<file path="src/rtl/register_bank.sv">
// 16 x 32-bit general-purpose register file with one synchronous write port
// and two independent combinational read ports. The reset is asynchronous and active-low.
module register_bank #(
   parameter int DATA_WIDTH = 32,
   parameter int ADDR_WIDTH = 4
) (
   input  logic                  EN,
   input  logic                  clk,
   input  logic [ADDR_WIDTH-1:0] address,
   input  logic [ADDR_WIDTH-1:0] src1,
   input  logic [ADDR_WIDTH-1:0] src2,
   input  logic [DATA_WIDTH-1:0] Din,
   output logic [DATA_WIDTH-1:0] Dout1,
   output logic [DATA_WIDTH-1:0] Dout2,
   input  logic                  rst_n
);

   localparam int DEPTH = 2 ** ADDR_WIDTH;

   logic [DATA_WIDTH-1:0] r_regs [DEPTH];

   // Register storage: reset clears every entry, and the reset also overrides a write in the same cycle.
   always_ff @(posedge clk or negedge rst_n) begin
      if (!rst_n) begin
         for (int i = 0; i < DEPTH; i++) begin
            r_regs[i] <= {DATA_WIDTH{1'b0}};
         end
      end else if (EN) begin
         r_regs[address] <= Din;
      end
   end

   // Read ports: no bypass from Din, so a same-index write becomes visible only after the edge.
   always_comb begin
      Dout1 = r_regs[src1];
      Dout2 = r_regs[src2];
   end

endmodule

</file>
<file path="config.mk">
export PLATFORM = sky130hd
export DESIGN_NAME = register_bank
export DESIGN_NICKNAME = d
export VERILOG_FILES = /design/src/rtl/register_bank.sv
export SDC_FILE = /design/constraint.sdc
export NUM_CORES = 1
export LEC_CHECK = 0
export CAP_MARGIN = 10
export CORE_MARGIN = 5
export CORE_UTILIZATION = 35
export CTS_BUF_LIST = sky130_fd_sc_hd__clkbuf_8
export CTS_CLUSTER_SIZE = 20
export DETAILED_ROUTE_END_ITERATION = 6
export GPL_ROUTABILITY_DRIVEN = 0
export PLACE_DENSITY_LB_ADDON = 0.08
export SLEW_MARGIN = 20
export SYNTH_ARGS = -nofsm -noshare
export SYNTH_HDL_FRONTEND = slang
export SYNTH_SLANG_ARGS = --single-unit
</file>
<file path="constraint.sdc">
create_clock -name clk -period 6.7 [get_ports clk]
set_clock_uncertainty 0.15 [all_clocks]
set_input_delay 1.34 -clock clk [delete_from_list [all_inputs] [get_ports clk]]
set_output_delay 1.34 -clock clk [all_outputs]
set_load 0.01 [all_outputs]
</file>
==> GITHUB_STEP_SUMMARY, run 1 <==
## PnR job results

| Metric | Value |
|---|---|
| Outcome | `finished, final reports clean` |
| IO buf count | `110` |
| First-pass GRT wire length | `121000 um` |
| Vias in the first global route | `17600` |
| Vias | `16300` |
| Yosys stat area | `0.0265 mm^2` |
| Vias per cell | `5.83` |
| Synth async-reset ratio | `1.00` |
| WL/cell | `29.1 um` |
| Final instance area | `0.0306 mm^2` |
| Cell count listed in synth_stat.txt | `1675` |
| DRC | `0` |
| Max Root-Sink Buffers | `3` |
| Crit path required time | `5.21 ns` |
| Largest net degree at the start of global routing | `157` |
| CTS tree | `yes` |
| TritonCTS Sinks | `512` |
| Part of the Yosys area used for sequential elements | `0.484` |
| # IOs | `111` |
| WHS | `0.369 ns` |
| Antenna Violating Nets Remaining | `0` |
| Critical-path top delay cell | `nor2b_4` |
| Period utilisation layout | `0.837` |
| CTS root buffer | `clkbuf_8` |
| Antenna violations before repair | `2` |
| Max VDD drop | `0.000118 V` |
| Post-synth top cells | `dfrtp_1, mux2_2, mux4_2` |
| Cells after Synth | `1675` |
| Grt ovf | `0` |
| Fmax | `178 MHz` |
| Clock network fraction of total power | `0.311` |
| Synth top area share | `0.484` |
| Commonest flop | `dfrtp_1` |
| FP Core Util | `0.354` |
| FP Rows | `100` |
| Max Cap Violations | `0` |
| Net count, final | `1813` |
| Crit path time final | `5.61 ns` |
| Critical path type | `in -> out` |
| CP top delay family | `buffers and inverters` |
| Switch share | `0.281` |
| Reg clk slew, reported paths | `0.05 ns` |
| CP arrival | `4.12 ns` |
| Setup_tns | `0 ns` |
| HPWL after detailed placement | `46000 um` |
| Post_cts resized | `0` |
| Unique cell types | `18` |
| Htree depth | `3` |
| Final Max Slew Viols | `0` |
| CP Cell Sequence | `clkdlybuf4s50_1 -> nor2b_4 -> buf_4 -> a22oi_1 -> nand2_1 -> clkdlybuf4s50_1` |
| Largest regs | `r_regs (512)` |
| Pleak | `12.5 nW` |
| Slew margin rel. | `0.276` |
| Sequential share of power | `0.450` |
| Pre-antenna DRT Iters | `5` |
| Hold Buf Count CTS | `0` |
| Initial DRC count | `1042` |
| Slowest cell delay on critical path | `0.80 ns` |
| Critical Path Sink Type | `primary output` |
| Area after DPL | `0.0287 mm^2` |
| GRT Util Overall | `0.200` |
| Mapped Nets | `1722` |
| Post-synthesis instance area | `0.0265 mm^2` |
| Count of warnings emitted by yosys | `0` |
| Final wirelength | `81400 um` |
| Yosys reg bits | `512` |
| Yosys top cell by area | `dfrtp_1` |
| Core footprint | `0.0747 mm^2` |
| Max reg flops | `512` |
| Die height | `285 um` |
| Power Internal | `0.00691 W` |
| Tool Warnings | `30` |
| Logic pwr share | `0.238` |
| Area Growth Syn to Fin | `15.6%` |
| Top cells by area | `dfrtp_1, mux4_2, mux2_2` |
| Final setup vio count | `0` |
| Post-Syn Area per Cell | `15.8 um^2` |
| PwrDens | `314 mW/mm^2` |
| RSZ-0062 raised after global routing | `false` |
| CP Launch Type | `primary input` |
| Die Wd | `285 um` |
| Count leader, synth | `dfrtp_1` |
| WP buf/inv | `3` |
| Worst-path maximum fanout | `14` |
| Worst min path class | `reg -> reg` |
| Post-CTS Setup Repair Bufs | `0` |
| EDFF count, synth | `0` |
| Final Hold Fails | `0` |
| Psw | `0.00270 W` |
| Die area | `0.0812 mm^2` |
| Slew @ Worst Pin | `1.08 ns` |
| CP most frequent cell | `clkdlybuf4s50_1` |
| Top reg by flops | `r_regs` |
| Share of layout cells above drive strength 1 | `0.534` |
[run 1: stage by stage]
step / power [W] / instances / worst slack (ns) / util
3_5_place_dp: 0.00668 / 2638 / 1.09 / 0.385
4_1_cts: 0.00975 / 2794 / 1.07 / 0.409
6_report: 0.00961 / 2795 / 1.09 / 0.409
2_1_floorplan: 0.00584 / 1675 / 2.52 / -
5_1_grt: 0.0101 / 2795 / 1.03 / 0.409
3_3_place_gp: 0.00661 / 2636 / 1.18 / 0.384
[run 1: placed cells by master (no fill, tap or decap), types with 3 or more instances in the layout]
cell type        netlist  routed
a22oi_1              128     128
buf_12                 0      12
buf_4                  0      42
buf_8                  0       3
bufinv_16              0       4
clkbuf_8               0     111
clkdlybuf4s50_1        0     105
clkinv_2               0       8
clkinvlp_4             0       3
dfrtp_1              512     512
inv_1                  0      29
mux2_1                 3       3
mux2_2               509     509
mux4_2               256     256
nand2_1               66      66
nand2b_1               3       3
nor2_4                 0       8
nor2b_4                0       4
nor3_2                 0       6
[run 1: power groups by stage]
stage | combinational [W] | clock, W | sequential (W)
3_3_place_gp | 0.00229 | 0 | 0.00432
5_1_grt | 0.00247 | 0.00326 | 0.00442
2_1_floorplan | 0.00165 | 0 | 0.00419
3_5_place_dp | 0.00232 | 0 | 0.00436
6_report | 0.00229 | 0.00299 | 0.00433
4_1_cts | 0.00233 | 0.00311 | 0.00431
[run 1: routing by layer]
metal,vias up,global-route usage,wire (um)
met4,2,0.0552,1790
met1,8984,0.289,37300
met5,-,0,13
li1,6748,-,-
met2,435,0.311,37900
met3,114,0.0399,4320
[run 1: area by class of cell]
| cell class | count | area (um^2) |
|---|---|---|
| antenna | 1 | 2.50 |
| clock inverter | 45 | 300 |
| multi-input combinational | 993 | 13000 |
| timing repair buffer | 164 | 1670 |
| clock buffer | 111 | 1530 |
| sequential | 512 | 12800 |
| tap | 969 | 1210 |
| fill | 6775 | 44100 |
[run 1: final timing paths]
path,startpoint,end,slack (ns),depth (start not counted)
max,src2[3],Dout2[27],1.09,6
min,r_regs[56],r_regs[56],0.37,1
max reg2reg,r_regs[501],r_regs[501],5.74,1
min reg2reg,r_regs[56],r_regs[56],0.37,1
max in group asynchronous,rst_n,r_regs[309],4.56,2
min in group asynchronous,rst_n,r_regs[482],0.47,1
[run 1: kinds of logic (layout without fill, tap and decap cells)]
logic type,after synthesis,count (layout),synth area share
other,0,1,0
muxes,768,768,0.436
and+or+nand+nor,97,97,0.0159
DFF,512,512,0.484
AOI/OAI and AO/OA,128,128,0.0363
buffers and inverters,170,320,0.0277
==> run_1/wires.png <==
(1 px per um)
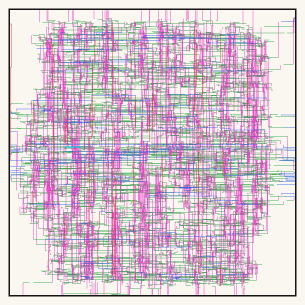
layer	color	wire length
metal 1	green	37.3 mm
metal 3	blue	4320 um
metal 2	magenta	37.9 mm
metal 5	cyan	13.8 um
metal 4	red	1790 um

==> run_1/io_placement.png <==
(1.5 px per um) Pins as bars across the die edge, other pins in gray.
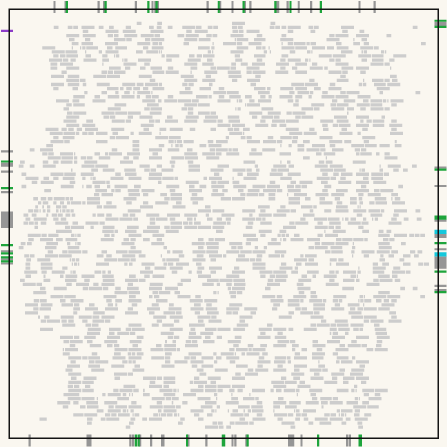
port	color	pins	direction	edge
`Dout1`	green	32	output	9 south, 9 north, 8 east, 6 west
`src1`	cyan	4	input	east
`clk`	purple	1	input	west

==> run_1/clocks.png <==
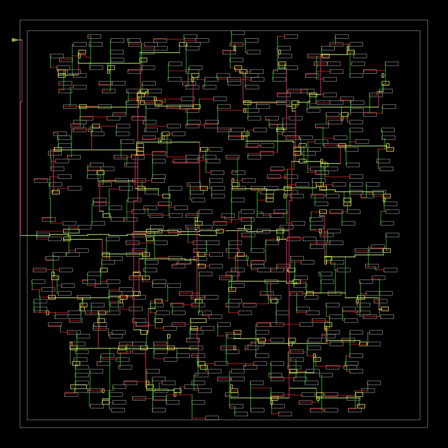
Num CTS Buffers: 95
Power Clock: 0.00299 W
Flops: 512
clk_lat worst skew: 0.67 ns
final-layout clock buffer total: 111

==> run_1/cell_density.png <==
(1.5 px per um) 28 x 28 tiles, from black (low) to pale yellow (high), 0 to 100% covered.
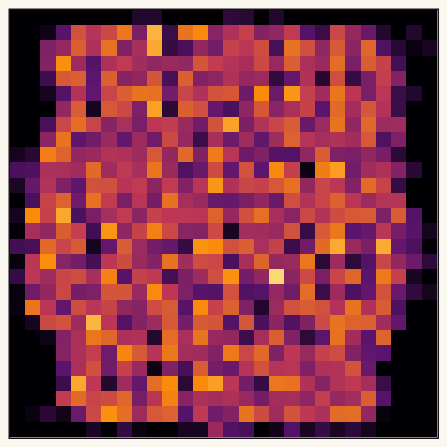

==> inputs of run 2 (changes only) <==
Clock period 6.7 ns to 5.4 ns, I/O delays scaled along.
==> run_2/cell_density.png <==
(1.5 px per um) 28 x 28 tiles, from black (low) to pale yellow (high), 0 to 100% covered.
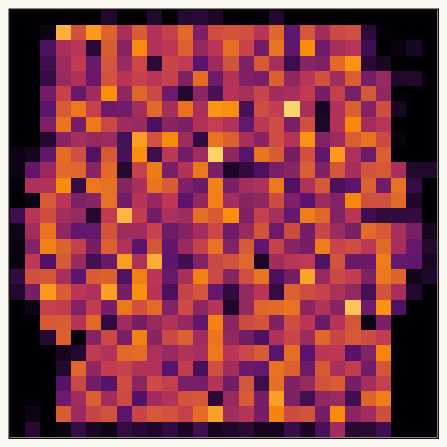
mean over tiles	37%
nearly empty tiles	15%
tiles over 75% full	3.1%
fullest tile	91%

==> run 2 against run 1 <==
  * Power increased by 25%
  * Via count is 0.84% higher
  * Hold slack got worse by 0.050 ns
  * Critical endpoint is now Dout2[0]
  * Critical path depth unchanged
  * Highest routed layer is now met4
  * Wire length grew 0.24%
  * Largest power group unchanged
  * Clock power up 25%
  * Die size unchanged
  * First-iteration DRC count decreased by 2.9%
  * Non-clock buffer count increased by 14
==> GITHUB_STEP_SUMMARY, run 2 <==
## PnR job results

| Metric | Value |
|---|---|
| Post-synthesis instance area | `0.0265 mm^2 (unchanged)` |
| Reg2reg end | `r_regs[501]` |
| Largest regs | `r_regs (512)` |
| Antenna Violating Nets Remaining | `0 (unchanged)` |
| WHS | `0.319 ns (-0.0498 ns)` |
| Non-filler cells, final | `2826 (+1.1%)` |
| Unique cell types | `18 (unchanged)` |
| Tool Warnings | `28 (-6.7%)` |
| Largest net degree at the start of global routing | `101 (-36%)` |
| WL/cell | `28.9 um (-0.86%)` |
| Reg clk slew, reported paths | `0.05 ns (about the same)` |
| Mapped Nets | `1722 (unchanged)` |
| Max Cap Violations | `0 (unchanged)` |
| Critical path type | `in -> out` |
| Cell count listed in synth_stat.txt | `1675 (unchanged)` |
| Crit path required time | `4.17 ns (-1.04 ns)` |
| EDFF count, synth | `0 (unchanged)` |
| Max reg flops | `512 (unchanged)` |
| Post-Syn Area per Cell | `15.8 um^2 (unchanged)` |
| Hold Buf Count CTS | `0 (unchanged)` |
| Grt ovf | `0 (unchanged)` |
| Met1 WL | `37600 um (+0.71%)` |
| Top cells by area | `dfrtp_1, mux4_2, mux2_2` |
| Met2 WL | `38000 um (+0.38%)` |
| Area Growth Syn to Fin | `16.9%` |
| Final Hold Fails | `0 (unchanged)` |
| CTS tree | `yes` |
| Slew margin rel. | `0.376 (+0.0996)` |
| Register area | `0.0128 mm^2 (unchanged)` |
| TritonCTS Sinks | `512 (unchanged)` |
| Yosys reg bits | `512 (unchanged)` |
| Synth async-reset ratio | `1.00 (unchanged)` |
| Critical Path Sink Type | `primary output` |
| Setup_tns | `0 ns (unchanged)` |
| CP arrival | `3.47 ns (-0.65 ns)` |
| Pre-antenna DRT Iters | `5 (unchanged)` |
| Final setup vio count | `0 (unchanged)` |
| Reg2reg start | `r_regs[501]` |
| Synth top area share | `0.484 (unchanged)` |
| IO buf count | `110 (unchanged)` |
| Vias per cell | `5.81 (-0.26%)` |
| Final Max Slew Viols | `0 (unchanged)` |
| Part of the Yosys area used for sequential elements | `0.484 (unchanged)` |
| Die area | `0.0812 mm^2 (unchanged)` |
| Post-synth top cells | `dfrtp_1, mux2_2, mux4_2` |
| GRT Util Overall | `0.201 (+0.000547)` |
| Clk_lat worst skew | `0.67 ns (about the same)` |
| Slew @ Worst Pin | `0.934 ns (-0.149 ns)` |
| Count of warnings emitted by yosys | `0 (unchanged)` |
| Max Root-Sink Buffers | `3 (unchanged)` |
| Period utilisation layout | `0.870` |
| Placed insts | `2652 (+0.53%)` |
| Vias in the first global route | `17700 (+0.52%)` |
| CP Launch Type | `primary input` |
| Met3 wire length | `4300 um (-0.35%)` |
| Reg2reg setup slack | `4.44 ns (-1.30 ns)` |
| Setup ws final | `0.702 ns (-0.389 ns)` |
| Worst min path class | `in -> async` |
| RSZ-0062 raised after global routing | `false` |
| Cells after Synth | `1675 (unchanged)` |
| Die height | `285 um (unchanged)` |
| Commonest flop | `dfrtp_1` |
| DRC | `0 (unchanged)` |
| Post_cts resized | `0 (unchanged)` |
| Post-CTS Setup Repair Bufs | `0 (unchanged)` |
| First-pass GRT wire length | `122000 um (+0.89%)` |
| Num CTS Buffers | `95 (unchanged)` |
| Pleak | `12.7 nW (+1.7%)` |
| FP Core Util | `0.354 (unchanged)` |
| Worst R2R Path Depth | `1 (unchanged)` |
| HPWL after detailed placement | `47600 um (+3.4%)` |
| Top reg by flops | `r_regs` |
| Vias | `16400 (+0.84%)` |
| Worst-path maximum fanout | `12 (-2)` |
| Final core occ | `0.414 (+0.00474)` |
| Highest Signal Layer | `met4` |
| Crit path time final | `4.70 ns` |
| Yosys stat area | `0.0265 mm^2 (unchanged)` |
| CTS root buffer | `clkbuf_8` |
| Yosys top cell by area | `dfrtp_1` |
| Initial DRC count | `1012 (-2.9%)` |
| Most instantiated logic cells after routing | `dfrtp_1, mux2_2, mux4_2` |
| Combinational Area | `0.0130 mm^2 (unchanged)` |
| Count leader, synth | `dfrtp_1` |
| Dpl ws | `0.686 ns (-0.403 ns)` |
| Fmax | `213 MHz` |
| Htree depth | `3 (unchanged)` |
| Fillers | `6762 (-0.19%)` |
| Net count, final | `1827 (+0.77%)` |
| Top cell excl fill/tap | `dfrtp_1` |
| PwrDens | `388 mW/mm^2 (+23%)` |
| Antenna violations before repair | `1 (-1)` |
| Die Wd | `285 um (unchanged)` |
| Core footprint | `0.0747 mm^2 (unchanged)` |
| Max VDD drop | `0.000139 V (+18%)` |
| # IOs | `111 (unchanged)` |
| Final wirelength | `81600 um (+0.24%)` |
| FP Rows | `100 (unchanged)` |
| Share of layout cells above drive strength 1 | `0.538 (+0.00401)` |
| Outcome | `finished, final reports clean` |
-- run 2: area by class of cell --
cell class	count	share of cell area
Antenna cell	1	0.0000809
Timing Repair Buffer	178	0.0628
Multi-Input combinational cell	993	0.422
Sequential cell	512	0.414
Clock buffer	121	0.0538
Tap cell	969	0.0392
Clock inverter	52	0.00805
-- run 2: worst max-delay path, cell delays in order --
cell and delay (ns):
clkdlybuf4s50_1 0.64, nor2b_4 0.49, buf_4 0.38, a22oi_1 0.16
nand2_1 0.15, clkdlybuf4s50_1 0.56
-- run 2: per-stage QoR --
stage | power, W | cell area, um^2
finish | 0.0120 | 30900
global route | 0.0127 | 30900
CTS | 0.0122 | 30900
detailed placement | 0.00832 | 29000
global placement | 0.00824 | 29000
floorplan | 0.00725 | 26500
-- run 2: how the worst max path moves through the flow --
stage,startpoint,end,slack [ns],depth (start not counted)
final,src2[3],Dout2[0],0.70,6
after global routing,src2[2],Dout2[0],0.64,6
after CTS,src2[2],Dout2[0],0.68,6
after detailed placement,src2[2],Dout2[0],0.69,6
after global placement,src2[2],Dout2[0],0.71,6
after floorplan,src1[0],Dout1[11],1.74,5
-- run 2: power breakdown --
| group | internal [W] | total, W | switching [W] |
|---|---|---|---|
| Combinational | 0.00182 | 0.00288 | 0.00106 |
| Clock | 0.00205 | 0.00375 | 0.00170 |
| Sequential | 0.00474 | 0.00536 | 0.000620 |
| Total | 0.00861 | 0.0120 | 0.00338 |
-- run 2: kinds of logic after synthesis --
kind of cell,share of synthesized area
AND/OR/NAND/NOR,0.0159
multiplexers,0.436
buffers and inverters,0.0277
AND-OR/OR-AND,0.0363
flip-flops,0.484
-- run 2: per-layer routing --
metal / track usage / vias up
met3: 0.0382 / 107
li1: - / 6799
met5: 0 / -
met2: 0.312 / 421
met1: 0.292 / 9093
met4: 0.0520 / 0
No activity file was given, so power comes from the tool's default toggle rates.
